run_1/floorplan.png
Bar = 50 um. Pins as bars on the die edge. Tap cells in gray.
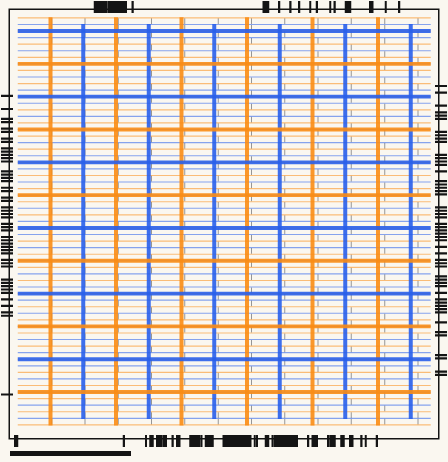
run_1/closeup.png
Region (121, 32) to (146, 57) um. Cells in gray, sequential cells in the stronger gray; small squares are vias.
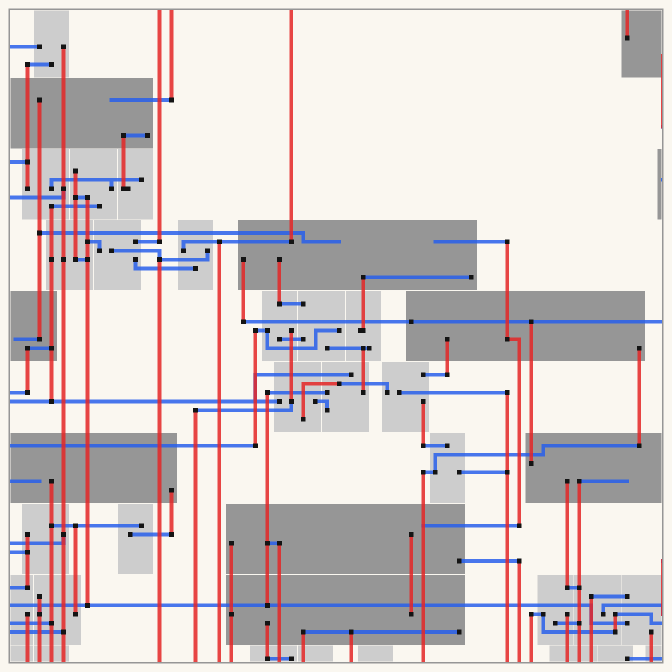
run_1/m4.png
Cells faint in the background.
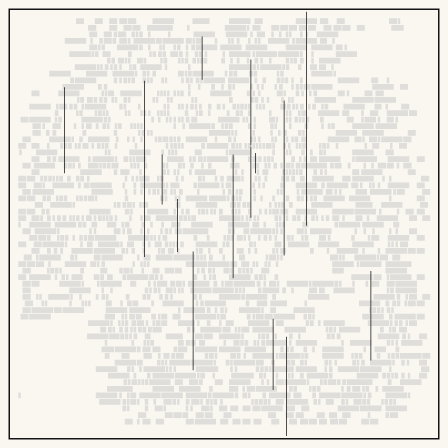
[config.mk]
export PLATFORM = sky130hd
export DESIGN_NAME = instr_fetch_unit
export DESIGN_NICKNAME = d
export VERILOG_FILES = /design/src/rtl/instr_fetch_unit.sv
export SDC_FILE = /design/constraint.sdc
export NUM_CORES = 1
export LEC_CHECK = 0
export ABC_AREA = 1
export CORE_MARGIN = 3
export CORE_UTILIZATION = 40
export DETAILED_ROUTE_END_ITERATION = 6
export PLACE_DENSITY = 0.66
export SETUP_SLACK_MARGIN = 0.05
export SYNTH_ARGS = -nofsm -noshare
export SYNTH_HDL_FRONTEND = slang
export SYNTH_SLANG_ARGS = --single-unit
export TNS_END_PERCENT = 1
[constraint.sdc]
create_clock -name clk -period 2.47 [get_ports clk]
set_clock_uncertainty 0.05 [all_clocks]
set_input_delay 0.494 -clock clk [delete_from_list [all_inputs] [get_ports clk]]
set_output_delay 0.494 -clock clk [all_outputs]
set_load 0.01 [all_outputs]
[src/rtl/instr_fetch_unit.sv]
// instr_fetch_unit: IF stage of the pipelined RV32 core.
// Owns the PC and the single-outstanding instruction-memory handshake, and
// produces the IF/ID register (instruction, PC, PC+4, valid).
// A one-entry hold buffer absorbs a response that returns while decode is stalled.
// Optional build macro FETCH_STATS_EN adds saturating fetch/discard counters.
module instr_fetch_unit #(
  parameter int                     INSTR_WIDTH = 32,
  parameter int                     ADDR_WIDTH  = 32,
  parameter logic [ADDR_WIDTH-1:0]  RESET_PC    = 32'h0000_0000,
  parameter logic [INSTR_WIDTH-1:0] NOP_INSTR   = 32'h0000_0013
) (
  input  logic                   clk,
  input  logic                   rst_n,
  input  logic                   stall_f,
  input  logic                   flush_d,
  input  logic                   pc_src_e,
  input  logic [ADDR_WIDTH-1:0]  pc_target_e,
  output logic                   imem_req,
  output logic [ADDR_WIDTH-1:0]  imem_addr,
  input  logic [INSTR_WIDTH-1:0] imem_rdata,
  input  logic                   imem_valid,
  output logic [INSTR_WIDTH-1:0] instr_d,
  output logic [ADDR_WIDTH-1:0]  pc_d,
  output logic [ADDR_WIDTH-1:0]  pc_plus4_d,
  output logic                   valid_d
`ifdef FETCH_STATS_EN
  ,
  output logic [31:0]            fetch_count,
  output logic [31:0]            discard_count
`endif
);

  typedef enum logic [1:0] {
    FETCH   = 2'd0,
    HOLD    = 2'd1,
    DISCARD = 2'd2
  } fetch_state_t;

  fetch_state_t           r_state;
  logic [ADDR_WIDTH-1:0]  r_pc;
  logic                   r_req;
  logic [ADDR_WIDTH-1:0]  r_addr;
  logic [INSTR_WIDTH-1:0] r_instr_d;
  logic [ADDR_WIDTH-1:0]  r_pc_d;
  logic [ADDR_WIDTH-1:0]  r_pc_plus4_d;
  logic                   r_valid_d;
  logic                   r_hold_valid;
  logic [INSTR_WIDTH-1:0] r_hold_instr;
  logic [ADDR_WIDTH-1:0]  r_hold_pc;

  logic [ADDR_WIDTH-1:0]  w_target;
  logic [ADDR_WIDTH-1:0]  w_pc_plus4;
  logic [ADDR_WIDTH-1:0]  w_hold_pc_plus4;

  // Redirect targets are word aligned by clearing the two low bits.
  assign w_target        = pc_target_e & ~ADDR_WIDTH'(3);
  assign w_pc_plus4      = r_pc + ADDR_WIDTH'(4);
  assign w_hold_pc_plus4 = r_hold_pc + ADDR_WIDTH'(4);

  assign imem_req   = r_req;
  assign imem_addr  = r_addr;
  assign instr_d    = r_instr_d;
  assign pc_d       = r_pc_d;
  assign pc_plus4_d = r_pc_plus4_d;
  assign valid_d    = r_valid_d;

  // Fetch FSM: PC, memory request, hold buffer and IF/ID register; redirect wins over everything.
  always_ff @(posedge clk or negedge rst_n) begin
    if (!rst_n) begin
      r_state      <= FETCH;
      r_pc         <= RESET_PC;
      r_req        <= 1'b0;
      r_addr       <= RESET_PC;
      r_instr_d    <= NOP_INSTR;
      r_pc_d       <= '0;
      r_pc_plus4_d <= '0;
      r_valid_d    <= 1'b0;
      r_hold_valid <= 1'b0;
      r_hold_instr <= '0;
      r_hold_pc    <= '0;
    end else if (pc_src_e) begin
      r_pc         <= w_target;
      r_hold_valid <= 1'b0;
      r_valid_d    <= 1'b0;
      r_instr_d    <= NOP_INSTR;
      if (r_req && !imem_valid) begin
        r_state <= DISCARD;
      end else begin
        r_state <= FETCH;
        r_req   <= 1'b1;
        r_addr  <= w_target;
      end
    end else begin
      case (r_state)
        FETCH: begin
          if (!r_req) begin
            r_req  <= 1'b1;
            r_addr <= r_pc;
          end else if (imem_valid) begin
            if (stall_f) begin
              r_hold_valid <= 1'b1;
              r_hold_instr <= imem_rdata;
              r_hold_pc    <= r_pc;
              r_pc         <= w_pc_plus4;
              r_req        <= 1'b0;
              r_state      <= HOLD;
            end else begin
              r_instr_d    <= imem_rdata;
              r_pc_d       <= r_pc;
              r_pc_plus4_d <= w_pc_plus4;
              r_valid_d    <= 1'b1;
              r_pc         <= w_pc_plus4;
              r_addr       <= w_pc_plus4;
            end
          end
        end
        HOLD: begin
          if (!stall_f) begin
            r_instr_d    <= r_hold_instr;
            r_pc_d       <= r_hold_pc;
            r_pc_plus4_d <= w_hold_pc_plus4;
            r_valid_d    <= 1'b1;
            r_hold_valid <= 1'b0;
            r_state      <= FETCH;
            r_req        <= 1'b1;
            r_addr       <= r_pc;
          end
        end
        DISCARD: begin
          if (imem_valid) begin
            r_state <= FETCH;
            r_addr  <= r_pc;
          end
        end
        default: begin
          r_state <= FETCH;
        end
      endcase
      if (flush_d) begin
        r_valid_d <= 1'b0;
        r_instr_d <= NOP_INSTR;
      end
    end
  end

`ifdef FETCH_STATS_EN
  logic        w_resp;
  logic        w_load_valid;
  logic        w_drop;
  logic [31:0] r_fetch_count;
  logic [31:0] r_discard_count;

  assign w_resp       = r_req & imem_valid;
  assign w_load_valid = !pc_src_e && !flush_d && !stall_f &&
                        (((r_state == FETCH) && w_resp) || (r_state == HOLD));
  assign w_drop       = pc_src_e ? (w_resp || r_hold_valid)
                                 : ((r_state == DISCARD) && imem_valid);

  assign fetch_count   = r_fetch_count;
  assign discard_count = r_discard_count;

  // Saturating counters of valid IF/ID loads and of responses thrown away.
  always_ff @(posedge clk or negedge rst_n) begin
    if (!rst_n) begin
      r_fetch_count   <= '0;
      r_discard_count <= '0;
    end else begin
      if (w_load_valid && (r_fetch_count != 32'hFFFF_FFFF)) begin
        r_fetch_count <= r_fetch_count + 32'd1;
      end
      if (w_drop && (r_discard_count != 32'hFFFF_FFFF)) begin
        r_discard_count <= r_discard_count + 32'd1;
      end
    end
  end
`endif

endmodule
==> flow_summary.toml, run 1 <==
# yosys + openroad results
[status]
outcome = "complete, no violations"

[clock_network]
numCtsBuffers = 24
ctsHoldBuffers = 1
cts_resized = 0
clk-insertion-delay-late_ps = 530
htreeDepth = 1
postCtsSetupRepairBufs = 0
path_clk_slew_ps = 60
cts_max_path_buffers = 3
cts_tree = "done"
cts_root_buf = "clkbuf_16"
clock-sinks = 219

[setup_path]
r2r_start = "r_pc[2]"
cpPeakStageDelay_ps = 540
crit_arrival_ps = 1590
worst-path-buf-inv = 1
endpoint_kind = "primary output"
crit_path_max_fanout = 2
cp-endpoint = "instr_d[0]"
startpoint_type = "flop"
worstPathCellList = "clkdlybuf4s50_1"
crit_path_top_delay_cell = "clkdlybuf4s50_1"
startpoint = "instr_d[0]"
required_ps = 1930
r2r-end = "pc_plus4_d[16]"

[final_timing]
final_hold_viol_count = 0
slew_headroom = 0.559
rsz0062_at_grt = "false"
setup_slack_ps = 333
setup_tns_ps = 0
tightestPinTransition_ps = 661
clock.fmax_mhz = 468
finalSetupViolCount = 0
worst_hold_slack_ps = 416
slew_violations = 0

[power_and_ir_drop]
seqPwrFrac = 0.355
p_sw_frac = 0.387
report.power.total_mw = 17.1
p_clk_frac = 0.239
maxPowerGroup = "combinational logic"
p_int_mw = 10.5
powerDensity_nw_per_um2 = 1150
powerClk_mw = 4.08
powerComb_mw = 6.92
p_seq_mw = 6.06
switchingPower_mw = 6.60

[yosys]
ys_types = 42
ys_cells = 1548
flop_cell = "dfrtp_1"
syn_area_per_cell_um2 = 7.59
mux_share = 0.00288
synthXorXnorAreaFrac = 0.0119
ys.flops = 219
ys_sh_aoi = 0.174
synthTopLogicFamily = "simple AND/OR/NAND/NOR gates"
netlist_instances = 1548
synthArstFlopShare = 1.00
synthesis.area_um2 = 11700
ys_seq_frac = 0.467
ys_sh_adder = 0.00533
ys_area_um2 = 11700
edf_count = 0
yosys_warnings = 0
yosys.area_share.simple = 0.263

[floorplanning]
ios = 200
die-area_um2 = 31500
rows = 62

[finish]
drive_gt1_frac = 0.0735
final_util = 0.516
final_cell_mix = "nand2_1 (474), dfrtp_1 (216), clkdlybuf4s50_1 (191), o21ai_0 (147), nor2_1 (133)"
area_growth_pct = 26.7
final_area_um2 = 14900
antenna_cells = 0
final_common_cell = "nand2_1"
nFillCells = 2833
nets = 1784
fin_cells = 2111

[placed_design]
pre_cts_slack_ps = 3.90
placed_area_um2 = 14000
place_inst = 2066
place.gp.congestion = 0.937
hpwl_mm = 26.0

[global_routing]
grtUsageTotal = 0.225
met1_usage = 0.354
grt_max_degree = 96
grt_overflow = 0
antenna_found_initial = 0
grt-busiest-layer = "met1"
use_met2 = 0.331
use_met3 = 0.0280
grt_pass1_wl_mm = 56.5

[route]
drtIter0Drc = 1011
ant_nets = 0
via_per_inst = 5.17
wire_per_inst_um = 16.9
drc = 0
drt-pass1-iter-count = 5

[flow_run]
openroad.warnings = 30
cap_violations = 0

[hold_path]
min_path_type = "input port to asynchronous set/reset pin"
About floorplan.png:
VSS -> orange
VDD -> blue
tap cells = 384
met5 straps = 12
met1 rails = 63
signal pins = 200
rows = 62
Die Span Y: 177 um
Die X: 177 um
core area: 28900 um2
worst vdd ir: 0.625 mV

About closeup.png:
M2 -> red
M1 -> blue
sequential cells in the window = 7
netlist names of flops here include = `r_hold_instr` (5), `instr_d` (2)
cells with their middle in the window = 28
most frequent = a21oi_1 (8), dfrtp_1 (7)

About m4.png:
share of all routed wire = 1.7%
main direction = vertical
nets with wire on the layer = 9
wire length on this layer = 600 um
longest straight run = 88.4 um
DRT Wirelength: 35.7 mm
DR vias: 10.9k

-- run 1: Yosys cell counts, types with 6 or more instances --
| master | number | area share |
|---|---|---|
| o211ai_1 | 37 | 0.024 |
| inv_1 | 107 | 0.034 |
| nand4_1 | 7 | 0.0037 |
| a21oi_1 | 120 | 0.051 |
| nand2_2 | 8 | 0.0043 |
| xor2_1 | 14 | 0.010 |
| buf_2 | 24 | 0.010 |
| nand2_1 | 475 | 0.15 |
| buf_4 | 7 | 0.0045 |
| clkbuf_1 | 34 | 0.011 |
| o21ai_2 | 20 | 0.015 |
| buf_6 | 12 | 0.012 |
| o21ai_0 | 147 | 0.063 |
| nand3_1 | 92 | 0.039 |
| nor2_1 | 133 | 0.043 |
| o21ai_1 | 26 | 0.011 |
| dfrtp_1 | 216 | 0.46 |
| nand3b_1 | 6 | 0.0038 |
| inv_2 | 6 | 0.0019 |
-- run 1: layout make-up --
| cell class | instances | area, um2 | share of cell area |
|---|---|---|---|
| well taps | 384 | 480 | 0.0323 |
| clock buffers | 32 | 681 | 0.0457 |
| flip-flops and latches | 219 | 5480 | 0.368 |
| repair buffers | 215 | 2190 | 0.147 |
| multi-input cells | 1135 | 5390 | 0.362 |
| clock inverters | 12 | 224 | 0.0150 |
| inverters | 114 | 433 | 0.0291 |
-- run 1: worst min-delay path by stage --
stage                      from            end  slack, ps  cells after the start
floorplan                 rst_n  imem_addr[10]        150                      0
global placement          rst_n       pc_d[23]        410                      1
detailed placement        rst_n       pc_d[23]        410                      1
CTS                    pc_src_e     r_state[1]        400                      3
global route        instr_d[26]    instr_d[26]        450                      2
finish                    rst_n       pc_d[23]        420                      2
-- run 1: layer usage --
metal | wire length, um | vias to the layer above
li1 | - | 5360
met1 | 17700 | 5189
met2 | 15200 | 332
met3 | 2220 | 34
met4 | 599 | 0
met5 | 0 | -
==> run 2, diff against run 1 <==
Settings changed: REMOVE_ABC_BUFFERS set to 1.
Clock period 2.47 ns to 2 ns, I/O delays scaled along.
run_2/closeup.png
Region (121, 32) to (146, 57) um. Cells in gray, sequential cells in the stronger gray; small squares are vias.
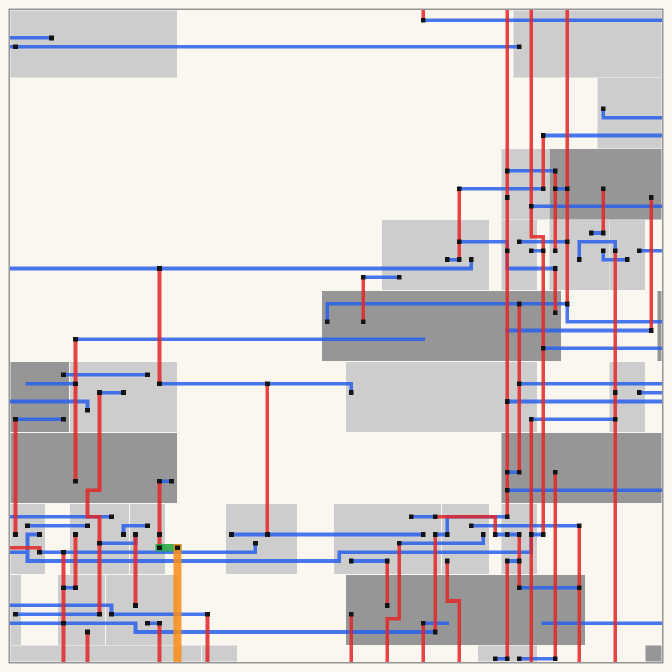
M4 -> orange
M2 -> red
M1 -> blue
M3 -> green
netlist names of flops here include = `instr_d` (2), `r_hold_instr` (2)
sequential cells in the window = 4
cells with their middle in the window = 24

run_2/m4.png
Cells faint in the background.
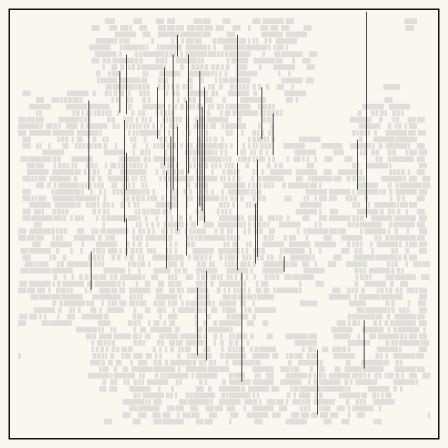
main direction = vertical
nets with wire on the layer = 29
wire length on this layer = 1180 um
DR vias: 11.2k
DRT Wirelength: 35.9 mm

==> flow_summary.toml, run 2 <==
# yosys + openroad results
[clock_network]
cts_max_path_buffers = 3
cts_root_buf = "clkbuf_16"
clock-sinks = 219
cts_tree = "done"
path_clk_slew_ps = 60
htreeDepth = 1

[global_routing]
use_met2 = 0.353
grtUsageTotal = 0.223
use_met3 = 0.0315
grt_pass1_wl_mm = 56.5
met1_usage = 0.315
grt_max_degree = 96
grt_overflow = 0
grt-busiest-layer = "met2"
antenna_found_initial = 0

[finish]
flops = 219
dominant_cells = "sequential cells"
logic_gates = 1135
sh_comb_area = 0.355
nFillCells = 2753
nets = 1827
n_all_inverters = 114
nNonClkBuffers = 257
clkbuf_count = 37
regArea_um2 = 5480
final_common_cell = "nand2_1"
non_clock_buffer_area_share = 0.171
area_growth_pct = 29.7
final_cell_mix = "nand2_1 (474), dfrtp_1 (216), clkdlybuf4s50_1 (185), o21ai_0 (146), nor2_1 (133)"
seq_share = 0.360
clock_area_frac = 0.0540
final_area_um2 = 15200
drive_gt1_frac = 0.0955
antenna_cells = 0

[yosys]
yosys.area_share.simple = 0.263
yosys_warnings = 0
ys_types = 42
flop_cell = "dfrtp_1"
top_area_cell = "dfrtp_1"
ys_cells = 1548
netlist_instances = 1548
ys_sh_aoi = 0.174
ys.flops = 219
mux_share = 0.00288
synth.most_common_cell = "nand2_1"
ys_sh_adder = 0.00533
ys_seq_frac = 0.467
synthesis.area_um2 = 11700
synthArstFlopShare = 1.00
synthXorXnorAreaFrac = 0.0119
top_cell_area_share = 0.460
syn_area_per_cell_um2 = 7.59
area_leaders = "dfrtp_1 (46%), nand2_1 (15%), o21ai_0 (6.3%)"
edf_count = 0
ys_area_um2 = 11700
top_cells_by_count = "nand2_1 (475), dfrtp_1 (216), o21ai_0 (147)"
synthTopLogicFamily = "simple AND/OR/NAND/NOR gates"

[power_and_ir_drop]
powerComb_mw = 8.99
p_seq_mw = 7.44
p_clk_frac = 0.219
seqPwrFrac = 0.354
powerDensity_nw_per_um2 = 1380
p_leak_nw = 6.85
vdd_ir_drop_max_mv = 0.921
p_int_mw = 12.9
p_sw_frac = 0.388
switchingPower_mw = 8.16
maxPowerGroup = "combinational logic"
powerClk_mw = 4.61

[setup_path]
startpoint = "r_state[1]"
endpoint_kind = "flop"
r2r_start = "r_state[1]"
crit_path_max_fanout = 18
crit_arrival_ps = 2280
crit_path_top_delay_cell = "dfrtp_1"
cpPeakStageDelay_ps = 380
startpoint_type = "flop"
r2r-end = "pc_d[29]"
required_ps = 2350
worstPathCellList = "inv_1 > ha_2 > inv_2 > o21ai_1 > nand2_2 > nor2_8 > clkinv_2 > buf_4 > nand2_1 > o21ai_2"

[final_timing]
final_hold_viol_count = 0
rsz0062_at_grt = "true"
tightestPinTransition_ps = 547
finalSetupViolCount = 0
clock.fmax_mhz = 517
slew_headroom = 0.636
slew_violations = 0
setup_slack_ps = 64.5

[flow_run]
cap_violations = 0

[floorplanning]
die-width_um = 177
core_area_um2 = 28900
rows = 62
die_h_um = 177
tap_cells = 384
ios = 200
die-area_um2 = 31500

[hold_path]
min_delay_path_depth = 4
min_path_type = "input port to flop"
min_from = "pc_src_e"
worstHoldEndpoint = "r_state[1]"

[route]
drtIter0Drc = 894
drc = 0
ant_nets = 0
via_per_inst = 5.19
wire_per_inst_um = 16.7
drt-pass1-iter-count = 5

[placed_design]
placed_area_um2 = 14300
place.gp.congestion = 0.925
pre_cts_slack_ps = -113
hpwl_mm = 26.1

[status]
outcome = "complete, no violations"
==> run 2: cell counts after synthesis <==
Identical to the previous run, type by type.
==> run 2: worst max path at each step <==
stage | slack, ps | endpoint
6_report | 60 | pc_d[29]
5_1_grt | -30 | pc_d[9]
4_1_cts | 70 | imem_addr[17]
3_5_place_dp | -110 | r_hold_instr[13]
3_3_place_gp | -80 | r_hold_instr[28]
2_1_floorplan | -2740 | pc_plus4_d[6]
==> run 2: worst max-delay path, delay by kind of cell, from the launching register on <==
family          cells  cell delay (ps)
flops               1              380
buf+inv             4              530
fa+ha+maj           1              240
simple gates        3              380
compound gates      2              220
==> run 2: through the flow <==
stage | hold slack, ps | TNS [ps] | cells | power [mW] | utilization
6_report | 365 | 0 | 2154 | 21.0 | 0.528
5_1_grt | 386 | -350 | 2154 | 22.4 | 0.528
4_1_cts | 338 | 0 | 2150 | 21.1 | 0.526
3_5_place_dp | 342 | -6230 | 2104 | 16.4 | 0.497
3_3_place_gp | 334 | -2350 | 2104 | 16.2 | 0.497
2_1_floorplan | 54.4 | -392190 | 1468 | 11.8 | -
==> run 2: cells by family after synthesis <==
family                     Yosys count
and+or+nand+nor                    743
AOI/OAI and AO/OA                  364
DFF                                219
buffers and inverters              197
xor gates and xnor gates            16
adders and majority gates            5
muxes                                3
other                                1
==> run 2: what timing repair did <==
| action | 4_1_cts | 5_1_grt |
|---|---|---|
| hold endpoints to repair | 51 | 0 |
| gates resized | 5 | 9 |
| endpoints found under the setup margin | 5 | 152 |
| pin swaps | 0 | 3 |
| buffers inserted | 0 | 4 |
| hold buffers | 1 | 0 |
==> run 2: metal layers <==
layer	routed length, um	vias to the layer above
li1	-	5470
met1	16300	5250
met2	16000	398
met3	2350	72
met4	1180	0
met5	0	-
No activity file was given, so power comes from the tool's default toggle rates.
